--- src/rtl/neighbor_streamer.sv ---
// -----------------------------------------------------------------------------
// neighbor_streamer
//
// Graph-memory front end for the best-first search engine. Takes a vertex id,
// walks that vertex's fixed-degree adjacency list in BRAM, fetches each
// neighbor's coordinate word and streams {id, coordinates} one neighbor at a
// time over a valid/ready interface. done_out pulses once at the end of every
// list, including empty lists.
//
// Ports
//   clk_in            clock
//   rst_in            asynchronous, active-low reset
//   req_valid_in      expand request
//   req_id_in         vertex to expand
//   req_ready_out     high only while idle
//   adj_addr_out      adjacency BRAM address (id*DEGREE + slot)
//   adj_data_in       neighbor id, 32'hFFFF_FFFF marks an empty slot
//   coord_addr_out    coordinate BRAM address (one wide word per vertex)
//   coord_data_in     packed coordinates, [31:0] is dimension 0
//   vertex_out        neighbor coordinates
//   vertex_id_out     neighbor id
//   vertex_valid_out  output beat valid
//   vertex_ready_in   downstream accept
//   done_out          one-cycle pulse when the list is finished
//   count_out         neighbors emitted for the current request (saturating)
//   skipped_out       out-of-range ids skipped for the current request
//
// Both BRAMs have a 2-cycle read latency: an address driven in cycle t is
// sampled at the edge that ends cycle t+2. Addresses are registered and held.
// -----------------------------------------------------------------------------
module neighbor_streamer #(
  parameter int DIM          = 2,
  parameter int DEGREE       = 8,
  parameter int NUM_VERTICES = 1024,
  parameter int ADDR_W       = 16
) (
  input  logic                 clk_in,
  input  logic                 rst_in,
  input  logic                 req_valid_in,
  input  logic [31:0]          req_id_in,
  output logic                 req_ready_out,
  output logic [ADDR_W-1:0]    adj_addr_out,
  input  logic [31:0]          adj_data_in,
  output logic [ADDR_W-1:0]    coord_addr_out,
  input  logic [32*DIM-1:0]    coord_data_in,
  output logic [DIM-1:0][31:0] vertex_out,
  output logic [31:0]          vertex_id_out,
  output logic                 vertex_valid_out,
  input  logic                 vertex_ready_in,
  output logic                 done_out,
  output logic [15:0]          count_out,
  output logic [15:0]          skipped_out
);

  localparam int             J_W        = (DEGREE > 1) ? $clog2(DEGREE) : 1;
  localparam logic [31:0]    SENTINEL   = 32'hFFFF_FFFF;
  localparam logic [31:0]    NUM_V      = 32'(NUM_VERTICES);
  localparam logic [J_W-1:0] J_LAST     = J_W'(DEGREE - 1);
  // Wait-counter values at which the BRAM data is valid on the input pins.
  // ADJ_RD spans the two latency cycles plus the sampling cycle, so that
  // ADJ_CHK works on a registered id while the coordinate read is already
  // in flight.
  localparam logic [1:0]     ADJ_SAMPLE = 2'd2;
  localparam logic [1:0]     CRD_SAMPLE = 2'd1;

  typedef enum logic [2:0] {
    S_IDLE,
    S_ADJ_RD,
    S_ADJ_CHK,
    S_CRD_RD,
    S_EMIT,
    S_DONE
  } state_t;

  state_t                state_reg,      state_next;
  logic [31:0]           req_id_reg,     req_id_next;
  logic [J_W-1:0]        j_reg,          j_next;
  logic [1:0]            wait_reg,       wait_next;
  logic [31:0]           nid_reg,        nid_next;
  logic [ADDR_W-1:0]     adj_addr_reg,   adj_addr_next;
  logic [ADDR_W-1:0]     coord_addr_reg, coord_addr_next;
  logic [DIM-1:0][31:0]  vertex_reg,     vertex_next;
  logic [31:0]           vertex_id_reg,  vertex_id_next;
  logic [15:0]           count_reg,      count_next;
  logic [15:0]           skipped_reg,    skipped_next;
  logic                  advance;

  logic [DIM-1:0][31:0]  coord_words;

  // Unpack the flat coordinate word, dimension 0 in the low bits.
  generate
    for (genvar gi = 0; gi < DIM; gi++) begin : g_unpack
      assign coord_words[gi] = coord_data_in[32*gi +: 32];
    end
  endgenerate

  function automatic logic [ADDR_W-1:0] adj_addr_of(input logic [31:0]    id,
                                                    input logic [J_W-1:0] j);
    return ADDR_W'(id * 32'(DEGREE) + 32'(j));
  endfunction

  function automatic logic [15:0] sat_inc(input logic [15:0] v);
    return (v == 16'hFFFF) ? v : v + 16'd1;
  endfunction

  always_ff @(posedge clk_in or negedge rst_in) begin
    if (!rst_in) begin
      state_reg      <= S_IDLE;
      req_id_reg     <= '0;
      j_reg          <= '0;
      wait_reg       <= '0;
      nid_reg        <= '0;
      adj_addr_reg   <= '0;
      coord_addr_reg <= '0;
      vertex_reg     <= '0;
      vertex_id_reg  <= '0;
      count_reg      <= '0;
      skipped_reg    <= '0;
    end else begin
      state_reg      <= state_next;
      req_id_reg     <= req_id_next;
      j_reg          <= j_next;
      wait_reg       <= wait_next;
      nid_reg        <= nid_next;
      adj_addr_reg   <= adj_addr_next;
      coord_addr_reg <= coord_addr_next;
      vertex_reg     <= vertex_next;
      vertex_id_reg  <= vertex_id_next;
      count_reg      <= count_next;
      skipped_reg    <= skipped_next;
    end
  end

  always_comb begin
    state_next      = state_reg;
    req_id_next     = req_id_reg;
    j_next          = j_reg;
    wait_next       = wait_reg;
    nid_next        = nid_reg;
    adj_addr_next   = adj_addr_reg;
    coord_addr_next = coord_addr_reg;
    vertex_next     = vertex_reg;
    vertex_id_next  = vertex_id_reg;
    count_next      = count_reg;
    skipped_next    = skipped_reg;
    advance         = 1'b0;

    case (state_reg)
      S_IDLE: begin
        // req_ready_out is high exactly in this state
        if (req_valid_in) begin
          req_id_next   = req_id_in;
          j_next        = '0;
          wait_next     = '0;
          count_next    = '0;
          skipped_next  = '0;
          adj_addr_next = adj_addr_of(req_id_in, '0);
          state_next    = S_ADJ_RD;
        end
      end

      S_ADJ_RD: begin
        if (wait_reg == ADJ_SAMPLE) begin
          nid_next = adj_data_in;
          // Start the coordinate read right away for an in-range id; sentinel
          // and out-of-range slots leave the coordinate address untouched.
          if (adj_data_in < NUM_V) begin
            coord_addr_next = ADDR_W'(adj_data_in);
          end
          state_next = S_ADJ_CHK;
        end else begin
          wait_next = wait_reg + 2'd1;
        end
      end

      S_ADJ_CHK: begin
        wait_next = '0;
        if (nid_reg == SENTINEL) begin
          state_next = S_DONE;
        end else if (nid_reg >= NUM_V) begin
          skipped_next = sat_inc(skipped_reg);
          advance      = 1'b1;
        end else begin
          state_next = S_CRD_RD;
        end
      end

      S_CRD_RD: begin
        if (wait_reg == CRD_SAMPLE) begin
          vertex_next    = coord_words;
          vertex_id_next = nid_reg;
          state_next     = S_EMIT;
        end else begin
          wait_next = wait_reg + 2'd1;
        end
      end

      S_EMIT: begin
        // payload registers are only written in CRD_RD, so they hold here
        if (vertex_ready_in) begin
          count_next = sat_inc(count_reg);
          advance    = 1'b1;
        end
      end

      S_DONE: begin
        state_next = S_IDLE;
      end

      default: begin
        state_next = S_IDLE;
      end
    endcase

    // Move to the next slot or finish the list.
    if (advance) begin
      wait_next = '0;
      if (j_reg == J_LAST) begin
        state_next = S_DONE;
      end else begin
        j_next        = j_reg + J_W'(1);
        adj_addr_next = adj_addr_of(req_id_reg, j_reg + J_W'(1));
        state_next    = S_ADJ_RD;
      end
    end
  end

  assign req_ready_out    = (state_reg == S_IDLE);
  assign vertex_valid_out = (state_reg == S_EMIT);
  assign done_out         = (state_reg == S_DONE);
  assign adj_addr_out     = adj_addr_reg;
  assign coord_addr_out   = coord_addr_reg;
  assign vertex_out       = vertex_reg;
  assign vertex_id_out    = vertex_id_reg;
  assign count_out        = count_reg;
  assign skipped_out      = skipped_reg;

endmodule

--- config.mk ---
export PLATFORM = sky130hd
export DESIGN_NAME = neighbor_streamer
export DESIGN_NICKNAME = d
export VERILOG_FILES = /design/src/rtl/neighbor_streamer.sv
export SDC_FILE = /design/constraint.sdc
export NUM_CORES = 1
export LEC_CHECK = 0
export ABC_AREA = 1
export CAP_MARGIN = 40
export CORE_ASPECT_RATIO = 0.8
export CORE_MARGIN = 2
export CORE_UTILIZATION = 51
export DETAILED_ROUTE_END_ITERATION = 8
export PLACE_DENSITY = 0.93
export SETUP_SLACK_MARGIN = 0.1
export SLEW_MARGIN = 20
export SYNTH_ARGS = -nofsm -noshare
export SYNTH_HDL_FRONTEND = slang
export SYNTH_SLANG_ARGS = --single-unit
--- constraint.sdc ---
create_clock -name clk_in -period 3.58 [get_ports clk_in]
set_clock_uncertainty 0.05 [all_clocks]
set_input_delay 0.358 -clock clk_in [delete_from_list [all_inputs] [get_ports clk_in]]
set_output_delay 0.358 -clock clk_in [all_outputs]
set_load 0.005 [all_outputs]
==> impl_metrics.py <==
# Flow results
metrics = {
    "outcome": {
        "run_status": "complete, no violations",
    },
    "cells_and_area": {
        "diodes": 0,
        "drive_above_1_share": 0.0507,
        "syn_to_final_growth_pct": 39.3,
        "largest_reg_flops": 64,
        "lay_top_count": "nand2_1",
    },
    "job": {
        "timing.max_cap.violations": 0,
    },
    "power": {
        "p_leak_nw": 6.36,
        "swShare": 0.333,
        "top_power_group": "registers",
        "pg_comb_w": 0.00357,
    },
    "global_routing": {
        "grtUsageTotal": 0.259,
        "grt.busiest_layer": "met2",
    },
    "logic_synthesis": {
        "postSynthCellCount": 1198,
        "yosysUniqueCellTypes": 33,
        "synthArstFlopShare": 1.00,
        "ys.flop_type": "dfrtp_1",
        "edf_count": 0,
        "ys_warn_count": 0,
        "synth_chip_area_mm2": 0.00961,
    },
    "drt": {
        "wl_per_cell_um": 15.2,
        "antenna_left": 0,
        "wl_met3_mm": 1.73,
        "top_layer": "met4",
        "drt_first_pass_iters": 5,
    },
    "worst_setup_path": {
        "path_max_fanout": 34,
        "critPathArrivalTime_ns": 2.78,
        "worst_setup_path_end_kind": "flop",
        "crit_family": "simple AND/OR/NAND/NOR gates",
        "r2r-end": "coord_addr_out[15]",
    },
    "final_timing": {
        "finalSetupViolCount": 0,
        "worst_pin_slew_ns": 0.795,
        "fin_crit_sh": 0.681,
        "hold_viol": 0,
        "tns_ns": 0,
    },
    "placement": {
        "gp_congestion": 0.913,
        "dp.cells": 1688,
    },
    "clocking": {
        "postCtsHoldBufs": 1,
        "clock_path_buffers": 3,
        "cts_tree": "built",
    },
}
-- cells by family after synthesis --
family	after synthesis	share of synthesized area
xor+xnor	17	0.0155
fa+ha+maj	6	0.00781
buf+inv	140	0.0616
flops	213	0.555
compound gates	113	0.0609
simple gates	709	0.300
-- through the flow --
| stage | util | power [W] | setup WS [ns] | instance area (µm²) | hold WS (ns) |
|---|---|---|---|---|---|
| floorplan | - | 0.00552 | 1.84 | 9610 | 0.0124 |
| detailed placement | 0.684 | 0.00752 | 1.10 | 12500 | 0.414 |
| finish | 0.730 | 0.0100 | 1.14 | 13400 | 0.184 |
| CTS | 0.729 | 0.0101 | 1.15 | 13400 | 0.313 |
| global route | 0.730 | 0.0107 | 0.836 | 13400 | 0.172 |
| global placement | 0.684 | 0.00732 | 1.14 | 12500 | 0.410 |
-- cell usage after synthesis (all sizes together), types with 2 or more instances --
| master | number | area, µm² |
|---|---|---|
| nor2 | 78 | 319 |
| ha | 6 | 75.1 |
| xnor2 | 2 | 17.5 |
| buf | 31 | 183 |
| a21oi | 3 | 26.3 |
| nand3b | 9 | 67.6 |
| clkbuf | 15 | 56.3 |
| nand3 | 43 | 215 |
| or2 | 6 | 37.5 |
| nor4 | 3 | 18.8 |
| o31ai | 2 | 15.0 |
| o21ai | 108 | 544 |
| nand2 | 546 | 2070 |
| nand4 | 7 | 43.8 |
| dfrtp | 213 | 5330 |
| inv | 94 | 353 |
| xor2 | 15 | 131 |
| nor3 | 16 | 96.4 |
-- layout make-up --
type / count / area [µm²] / share of cell area
flip-flops and latches: 213 / 5330 / 0.398
multi-input cells: 845 / 3700 / 0.276
well taps: 253 / 317 / 0.0236
clock buffers: 28 / 624 / 0.0466
repair buffers: 285 / 2880 / 0.215
clock inverters: 13 / 186 / 0.0139
inverters: 94 / 353 / 0.0263
Figure 1. Placement view.
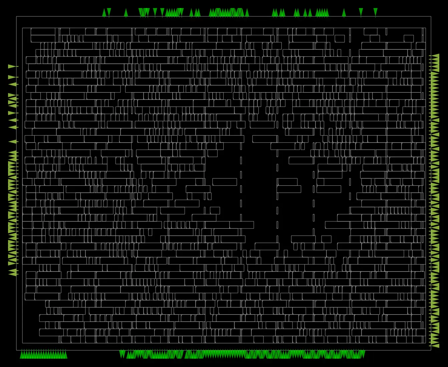
filler cell count: 1,315
core box area: 0.0183 mm²
Tap Cells: 253
Layout Cells excl Fill: 1,731
Seq/total area: 0.398

Figure 2. Signal wires on met3.
Scale: 2 px per µm.
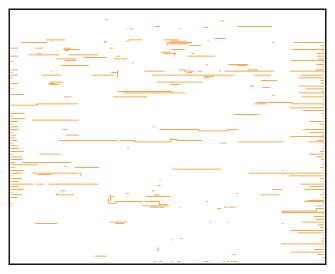
longest straight run	40.9 µm
main direction	horizontal
final wirelength: 26.3 mm
via count: 8,888
Global Route met3 Usage: 0.0403

No activity file was given, so power comes from the tool's default toggle rates.
